File: config.mk
export PLATFORM = sky130hd
export DESIGN_NAME = cpu_reg_file_dumper_flat
export DESIGN_NICKNAME = d
export VERILOG_FILES = /design/src/rtl/cpu_reg_file_dumper_if.sv /design/src/rtl/cpu_reg_file_dumper.sv /design/src/flat_wrapper.sv
export SDC_FILE = /design/constraint.sdc
export NUM_CORES = 1
export LEC_CHECK = 0
export ABC_CLOCK_PERIOD_IN_PS = 2300
export CAP_MARGIN = 20
export CORE_UTILIZATION = 42
export DETAILED_ROUTE_END_ITERATION = 16
export GPL_ROUTABILITY_DRIVEN = 0
export GPL_TIMING_DRIVEN = 0
export PLACE_DENSITY = 0.8
export SLEW_MARGIN = 20
export SYNTH_ARGS = -nofsm -noshare
export SYNTH_HDL_FRONTEND = slang
export SYNTH_SLANG_ARGS = --single-unit
File: constraint.sdc
create_clock -name clk -period 2.3 [get_ports clk]
set_clock_uncertainty 0.1 [all_clocks]
set_input_delay 0.345 -clock clk [delete_from_list [all_inputs] [get_ports clk]]
set_output_delay 0.345 -clock clk [all_outputs]
set_load 0.01 [all_outputs]
File: src/rtl/cpu_reg_file_dumper_if.sv
// Register-file access port plus dump/load streams seen by the debug dumper.
// master = the dumper; slave = register file, arbiter and stream endpoints.
interface cpu_reg_file_dumper_if #(
  parameter int unsigned BITS = 8,
  parameter int unsigned SIZE = 16
);
  localparam int unsigned ADDRESS_BITS = $clog2(SIZE);

  logic                    rf_req;
  logic                    rf_gnt;
  logic                    rf_en;
  logic                    rf_wr;
  logic [ADDRESS_BITS-1:0] rf_addr_read_1;
  logic [ADDRESS_BITS-1:0] rf_addr_read_2;
  logic [ADDRESS_BITS-1:0] rf_addr_write;
  logic [BITS-1:0]         rf_data_read_1;
  logic [BITS-1:0]         rf_data_read_2;
  logic [BITS-1:0]         rf_data_write;
  logic                    out_valid;
  logic                    out_ready;
  logic [BITS-1:0]         out_data;
  logic [ADDRESS_BITS-1:0] out_addr;
  logic                    in_valid;
  logic                    in_ready;
  logic [BITS-1:0]         in_data;

  modport master (
    output rf_req, rf_en, rf_wr, rf_addr_read_1, rf_addr_read_2, rf_addr_write, rf_data_write,
    input  rf_gnt, rf_data_read_1, rf_data_read_2,
    output out_valid, out_data, out_addr,
    input  out_ready,
    input  in_valid, in_data,
    output in_ready
  );

  modport slave (
    input  rf_req, rf_en, rf_wr, rf_addr_read_1, rf_addr_read_2, rf_addr_write, rf_data_write,
    output rf_gnt, rf_data_read_1, rf_data_read_2,
    input  out_valid, out_data, out_addr,
    output out_ready,
    output in_valid, in_data,
    input  in_ready
  );
endinterface

File: src/rtl/cpu_reg_file_dumper.sv
// Debug initiator: dumps every CPU register as a valid/ready stream (two reads
// per access) or loads every register from one (one write per accepted word).
module cpu_reg_file_dumper #(
  parameter int unsigned BITS = 8,
  parameter int unsigned SIZE = 16
) (
  input  logic clk,
  input  logic rst,
  input  logic start,
  input  logic mode,
  output logic busy,
  output logic done,
  cpu_reg_file_dumper_if.master rf
);
  localparam int unsigned ADDRESS_BITS = $clog2(SIZE);
  localparam logic [ADDRESS_BITS-1:0] LAST_PAIR = ADDRESS_BITS'(SIZE - 2);
  localparam logic [ADDRESS_BITS-1:0] LAST_REG  = ADDRESS_BITS'(SIZE - 1);

  typedef enum logic [2:0] {IDLE, REQ, RD, SEND_A, SEND_B, LOAD, DONE} state_t;

  state_t                  state_q, state_d;
  logic [ADDRESS_BITS-1:0] idx_q, idx_d;
  logic                    mode_q, mode_d;
  logic [BITS-1:0]         data_a_q, data_a_d;
  logic [BITS-1:0]         data_b_q, data_b_d;
  logic [ADDRESS_BITS-1:0] idx_next;

  assign idx_next = idx_q + ADDRESS_BITS'(1);

  always_ff @(posedge clk) begin
    if (rst) begin
      state_q  <= IDLE;
      idx_q    <= '0;
      mode_q   <= 1'b0;
      data_a_q <= '0;
      data_b_q <= '0;
    end else begin
      state_q  <= state_d;
      idx_q    <= idx_d;
      mode_q   <= mode_d;
      data_a_q <= data_a_d;
      data_b_q <= data_b_d;
    end
  end

  always_comb begin
    state_d           = state_q;
    idx_d             = idx_q;
    mode_d            = mode_q;
    data_a_d          = data_a_q;
    data_b_d          = data_b_q;
    busy              = 1'b0;
    done              = 1'b0;
    rf.rf_req         = 1'b0;
    rf.rf_en          = 1'b0;
    rf.rf_wr          = 1'b0;
    rf.rf_addr_read_1 = '0;
    rf.rf_addr_read_2 = '0;
    rf.rf_addr_write  = '0;
    rf.rf_data_write  = '0;
    rf.out_valid      = 1'b0;
    rf.out_data       = '0;
    rf.out_addr       = '0;
    rf.in_ready       = 1'b0;

    unique case (state_q)
      IDLE: begin
        if (start) begin
          mode_d  = mode;
          idx_d   = '0;
          state_d = REQ;
        end
      end
      REQ: begin
        busy      = 1'b1;
        rf.rf_req = 1'b1;
        if (rf.rf_gnt) state_d = mode_q ? LOAD : RD;
      end
      RD: begin
        busy              = 1'b1;
        rf.rf_req         = 1'b1;
        rf.rf_en          = rf.rf_gnt;
        rf.rf_addr_read_1 = idx_q;
        rf.rf_addr_read_2 = idx_next;
        // read data is only meaningful while granted, so capture only then
        if (rf.rf_gnt) begin
          data_a_d = rf.rf_data_read_1;
          data_b_d = rf.rf_data_read_2;
          state_d  = SEND_A;
        end
      end
      SEND_A: begin
        busy         = 1'b1;
        rf.rf_req    = 1'b1;
        rf.out_valid = 1'b1;
        rf.out_data  = data_a_q;
        rf.out_addr  = idx_q;
        if (rf.out_ready) state_d = SEND_B;
      end
      SEND_B: begin
        busy         = 1'b1;
        rf.rf_req    = 1'b1;
        rf.out_valid = 1'b1;
        rf.out_data  = data_b_q;
        rf.out_addr  = idx_next;
        if (rf.out_ready) begin
          if (idx_q == LAST_PAIR) begin
            state_d = DONE;
          end else begin
            idx_d   = idx_q + ADDRESS_BITS'(2);
            state_d = RD;
          end
        end
      end
      LOAD: begin
        busy             = 1'b1;
        rf.rf_req        = 1'b1;
        rf.in_ready      = rf.rf_gnt;
        rf.rf_en         = rf.rf_gnt & rf.in_valid;
        rf.rf_wr         = rf.rf_gnt & rf.in_valid;
        rf.rf_addr_write = idx_q;
        rf.rf_data_write = rf.in_data;
        if (rf.rf_gnt && rf.in_valid) begin
          if (idx_q == LAST_REG) state_d = DONE;
          else                   idx_d   = idx_next;
        end
      end
      DONE: begin
        busy    = 1'b1;
        done    = 1'b1;
        state_d = IDLE;
      end
      default: state_d = IDLE;
    endcase

    // outputs are quiet in a reset cycle so no register-file access can slip out
    if (rst) begin
      busy              = 1'b0;
      done              = 1'b0;
      rf.rf_req         = 1'b0;
      rf.rf_en          = 1'b0;
      rf.rf_wr          = 1'b0;
      rf.rf_addr_read_1 = '0;
      rf.rf_addr_read_2 = '0;
      rf.rf_addr_write  = '0;
      rf.rf_data_write  = '0;
      rf.out_valid      = 1'b0;
      rf.out_data       = '0;
      rf.out_addr       = '0;
      rf.in_ready       = 1'b0;
    end
  end
endmodule

File: src/flat_wrapper.sv
// flat-port wrapper written by rule: the top's interface ports become plain ports
module cpu_reg_file_dumper_flat 
#(
  parameter int unsigned BITS = 8,
  parameter int unsigned SIZE = 16
)
  (clk, rst, start, mode, busy, done, rf_rf_req, rf_rf_en, rf_rf_wr, rf_rf_addr_read_1, rf_rf_addr_read_2, rf_rf_addr_write, rf_rf_data_write, rf_rf_gnt, rf_rf_data_read_1, rf_rf_data_read_2, rf_out_valid, rf_out_data, rf_out_addr, rf_out_ready, rf_in_valid, rf_in_data, rf_in_ready);
  cpu_reg_file_dumper_if #(.BITS(BITS), .SIZE(SIZE)) rf_i ();
  input  logic clk;
  input  logic rst;
  input  logic start;
  input  logic mode;
  output logic busy;
  output logic done;
  output wire logic [$bits(rf_i.rf_req)-1:0] rf_rf_req;
  output wire logic [$bits(rf_i.rf_en)-1:0] rf_rf_en;
  output wire logic [$bits(rf_i.rf_wr)-1:0] rf_rf_wr;
  output wire logic [$bits(rf_i.rf_addr_read_1)-1:0] rf_rf_addr_read_1;
  output wire logic [$bits(rf_i.rf_addr_read_2)-1:0] rf_rf_addr_read_2;
  output wire logic [$bits(rf_i.rf_addr_write)-1:0] rf_rf_addr_write;
  output wire logic [$bits(rf_i.rf_data_write)-1:0] rf_rf_data_write;
  input wire logic [$bits(rf_i.rf_gnt)-1:0] rf_rf_gnt;
  input wire logic [$bits(rf_i.rf_data_read_1)-1:0] rf_rf_data_read_1;
  input wire logic [$bits(rf_i.rf_data_read_2)-1:0] rf_rf_data_read_2;
  output wire logic [$bits(rf_i.out_valid)-1:0] rf_out_valid;
  output wire logic [$bits(rf_i.out_data)-1:0] rf_out_data;
  output wire logic [$bits(rf_i.out_addr)-1:0] rf_out_addr;
  input wire logic [$bits(rf_i.out_ready)-1:0] rf_out_ready;
  input wire logic [$bits(rf_i.in_valid)-1:0] rf_in_valid;
  input wire logic [$bits(rf_i.in_data)-1:0] rf_in_data;
  output wire logic [$bits(rf_i.in_ready)-1:0] rf_in_ready;
  assign rf_rf_req = rf_i.rf_req;
  assign rf_rf_en = rf_i.rf_en;
  assign rf_rf_wr = rf_i.rf_wr;
  assign rf_rf_addr_read_1 = rf_i.rf_addr_read_1;
  assign rf_rf_addr_read_2 = rf_i.rf_addr_read_2;
  assign rf_rf_addr_write = rf_i.rf_addr_write;
  assign rf_rf_data_write = rf_i.rf_data_write;
  assign rf_i.rf_gnt = rf_rf_gnt;
  assign rf_i.rf_data_read_1 = rf_rf_data_read_1;
  assign rf_i.rf_data_read_2 = rf_rf_data_read_2;
  assign rf_out_valid = rf_i.out_valid;
  assign rf_out_data = rf_i.out_data;
  assign rf_out_addr = rf_i.out_addr;
  assign rf_i.out_ready = rf_out_ready;
  assign rf_i.in_valid = rf_in_valid;
  assign rf_i.in_data = rf_in_data;
  assign rf_in_ready = rf_i.in_ready;
  cpu_reg_file_dumper #(.BITS(BITS), .SIZE(SIZE)) u_core (.clk(clk), .rst(rst), .start(start), .mode(mode), .busy(busy), .done(done), .rf(rf_i));
endmodule
==> flow_summary_export.csv, run 1 <==
group,metric,value,unit
run_status,status,"finished clean",
power_and_ir_drop,powerClk,367,µW
finish,largestClassByArea,"combinational gates",
route,vias_per_cell,5.44,
power_and_ir_drop,irDropWorstVdd,0.000544,V
power_and_ir_drop,combPwrFrac,45.8,%
route,dr_wl_met2,2370,µm
finish,buf_share,32.9,%
clocking,cts_tree,"built",
finish,comb_cells,166,
critical_path,startpoint,"u_core.state_q[1]$_SDFFE_PP0P_",
power_and_ir_drop,powerComb,729,µW
synth,flop_cell,"dfxtp_1",
sta,max_freq,441,MHz
power_and_ir_drop,p_sw_share,36.3,%
finish,seqCellArea,494,µm²
clocking,cts_max_path_buffers,2,
power_and_ir_drop,total_power,1590,µW
finish,mostFrequentLayoutCell,"nand2_1",
clocking,cts_sinks,24,
global_route,grtUsageMet1,30.0,%
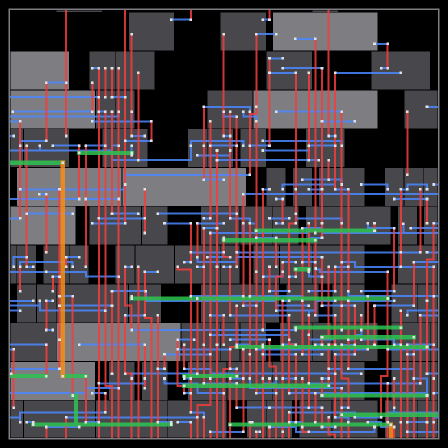
run_1/closeup.png
Region (17, 30) to (47, 60) µm. Cells in gray, sequential cells in the stronger gray; small squares are vias.
color	layer
orange	M4
blue	M1
green	M3
red	M2
cells with their middle in the window	82
most frequent	nand2_1 (10)
sequential cells in the window	9
netlist names of flops here include	u_core.idx_q (4), u_core.data_b_q (3), u_core.data_a_q (2)

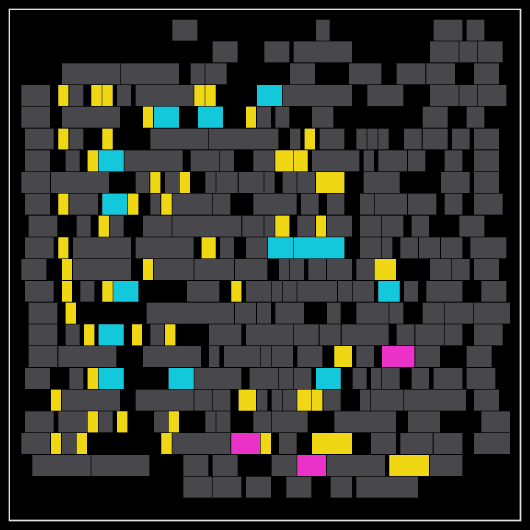
run_1/gates.png
Scale: 8 px per µm.
color	family	cells
magenta	mux cells	3
yellow	nand cells	49
cyan	non-inverting ao/oa cells	13

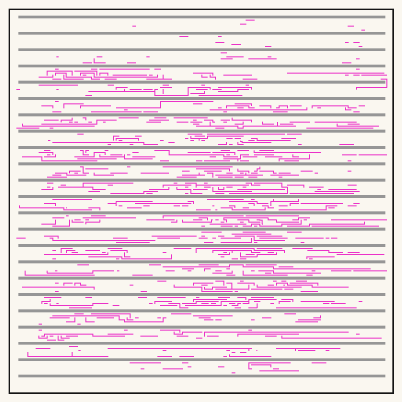
run_1/m1.png
Scale: 6 px per µm. Supply wires on this layer in gray.
longest straight run	23.9 µm
main direction	horizontal

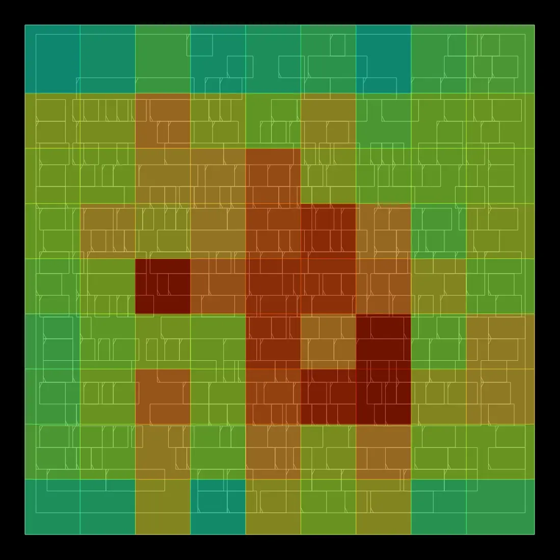
run_1/congestion_map.png
routed length per placed instance: 14.2 µm
most used routing layer: met2
GR Util met3: 5.80%

run_1/layers.png
Scale: 6 px per µm. Only two layers are drawn.
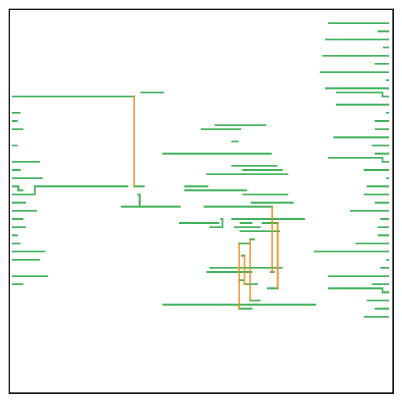

==> run 2, diff against run 1 <==
--- a/config.mk
+++ b/config.mk
@@ -16,3 +16,4 @@
 export SYNTH_ARGS = -nofsm -noshare
 export SYNTH_HDL_FRONTEND = slang
 export SYNTH_SLANG_ARGS = --single-unit
+export TNS_END_PERCENT = 5
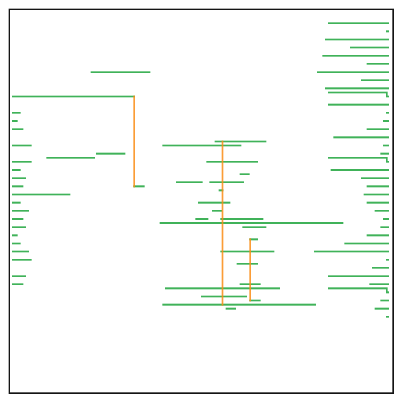
run_2/layers.png
Scale: 6 px per µm. Only two layers are drawn.
color	layer	wire length
green	M3	441 µm
orange	M4	52.4 µm

==> flow_summary_export.csv, run 2 <==
group,metric,value,unit
sta,worst_slack,-0.184,ns
global_route,grt_overflow,0,
clocking,cts_max_path_buffers,2,
floorplanning,die_x,63.7,µm
power_and_ir_drop,p_sw_share,35.7,%
synth,synth_cells,211,
critical_path,r2r_start,"u_core.idx_q[0]$_SDFFE_PP0P_",
critical_path,startpoint,"rf_rf_gnt",
route,vias_per_cell,5.38,
synth,yosys.area.top_type,"dfxtp_1",
finish,post_route_cells_drive_above_1_share,17.6,%
global_route,grtUsageMet1,30.2,%
sta,setup_viol,4,
global_route,use_met3,5.43,%
route,dr_wl_met2,2310,µm
power_and_ir_drop,powerClk,364,µW
power_and_ir_drop,total_power,1580,µW
clocking,cts_tree,"built",
power_and_ir_drop,irDropWorstVdd,0.000551,V
sta,hold_viol_final,0,
run_status,violations,"negative setup slack",
finish,clk_share,2.74,%
synth,top_cells_by_count,"nand2_1, a21oi_1, dfxtp_1, nor2_1, and2_1",
finish,buf_share,34.6,%
critical_path,r2r-end,"u_core.idx_q[3]$_SDFFE_PP0P_",
finish,largestClassByArea,"combinational gates",
finish,mostFrequentLayoutCell,"nand2_1",
clocking,post_cts.repair.setup_buffers,4,
route,routed_wire_length_per_instance,14.2,µm
clocking,numCtsBuffers,3,
finish,flops,24,
finish,comb_cells,166,
sta,rsz0062_at_grt,"yes",
global_route,grt_busiest_layer,"met2",
run_status,status,"complete, but fails checks",
synth,flop_cell,"dfxtp_1",
critical_path,slowest_delay,0.62,ns
power_and_ir_drop,combPwrFrac,45.6,%
power_and_ir_drop,powerComb,721,µW
==> run 3, diff against run 2 <==
--- a/config.mk
+++ b/config.mk
@@ -11,6 +11,7 @@
 export DETAILED_ROUTE_END_ITERATION = 16
 export GPL_ROUTABILITY_DRIVEN = 0
 export GPL_TIMING_DRIVEN = 0
+export HOLD_SLACK_MARGIN = 0.15
 export PLACE_DENSITY = 0.8
 export SLEW_MARGIN = 20
 export SYNTH_ARGS = -nofsm -noshare
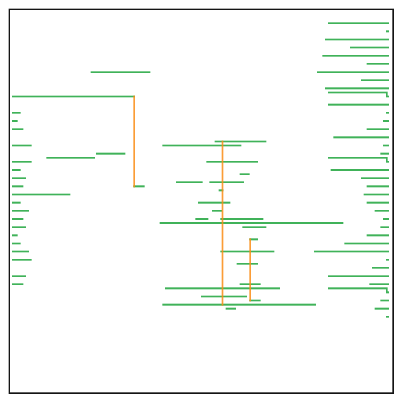
run_3/layers.png
Scale: 6 px per µm. Only two layers are drawn.
color	layer	wire length
orange	M4	52.4 µm
green	M3	441 µm

==> flow_summary_export.csv, run 3 <==
group,metric,value,unit
run_status,status,"complete, but fails checks",
run_status,violations,"negative setup slack",
critical_path,startpoint,"rf_rf_gnt",
power_and_ir_drop,p_sw_share,35.7,%
power_and_ir_drop,irDropWorstVdd,0.000551,V
synth,top_cells_by_count,"nand2_1, a21oi_1, dfxtp_1, nor2_1, and2_1",
clocking,post_cts.repair.setup_buffers,4,
finish,comb_cells,166,
finish,seqCellArea,487,µm²
floorplanning,die_x,63.7,µm
clocking,cts_tree,"built",
sta,max_freq,403,MHz
finish,flops,24,
critical_path,slowest_delay,0.62,ns
global_route,use_met3,5.43,%
sta,worst_slack,-0.184,ns
finish,post_route_cells_drive_above_1_share,17.6,%
finish,largestClassByArea,"combinational gates",
sta,setup_viol,4,
critical_path,r2r_start,"u_core.idx_q[0]$_SDFFE_PP0P_",
power_and_ir_drop,total_power,1580,µW
synth,flop_cell,"dfxtp_1",
power_and_ir_drop,powerComb,721,µW
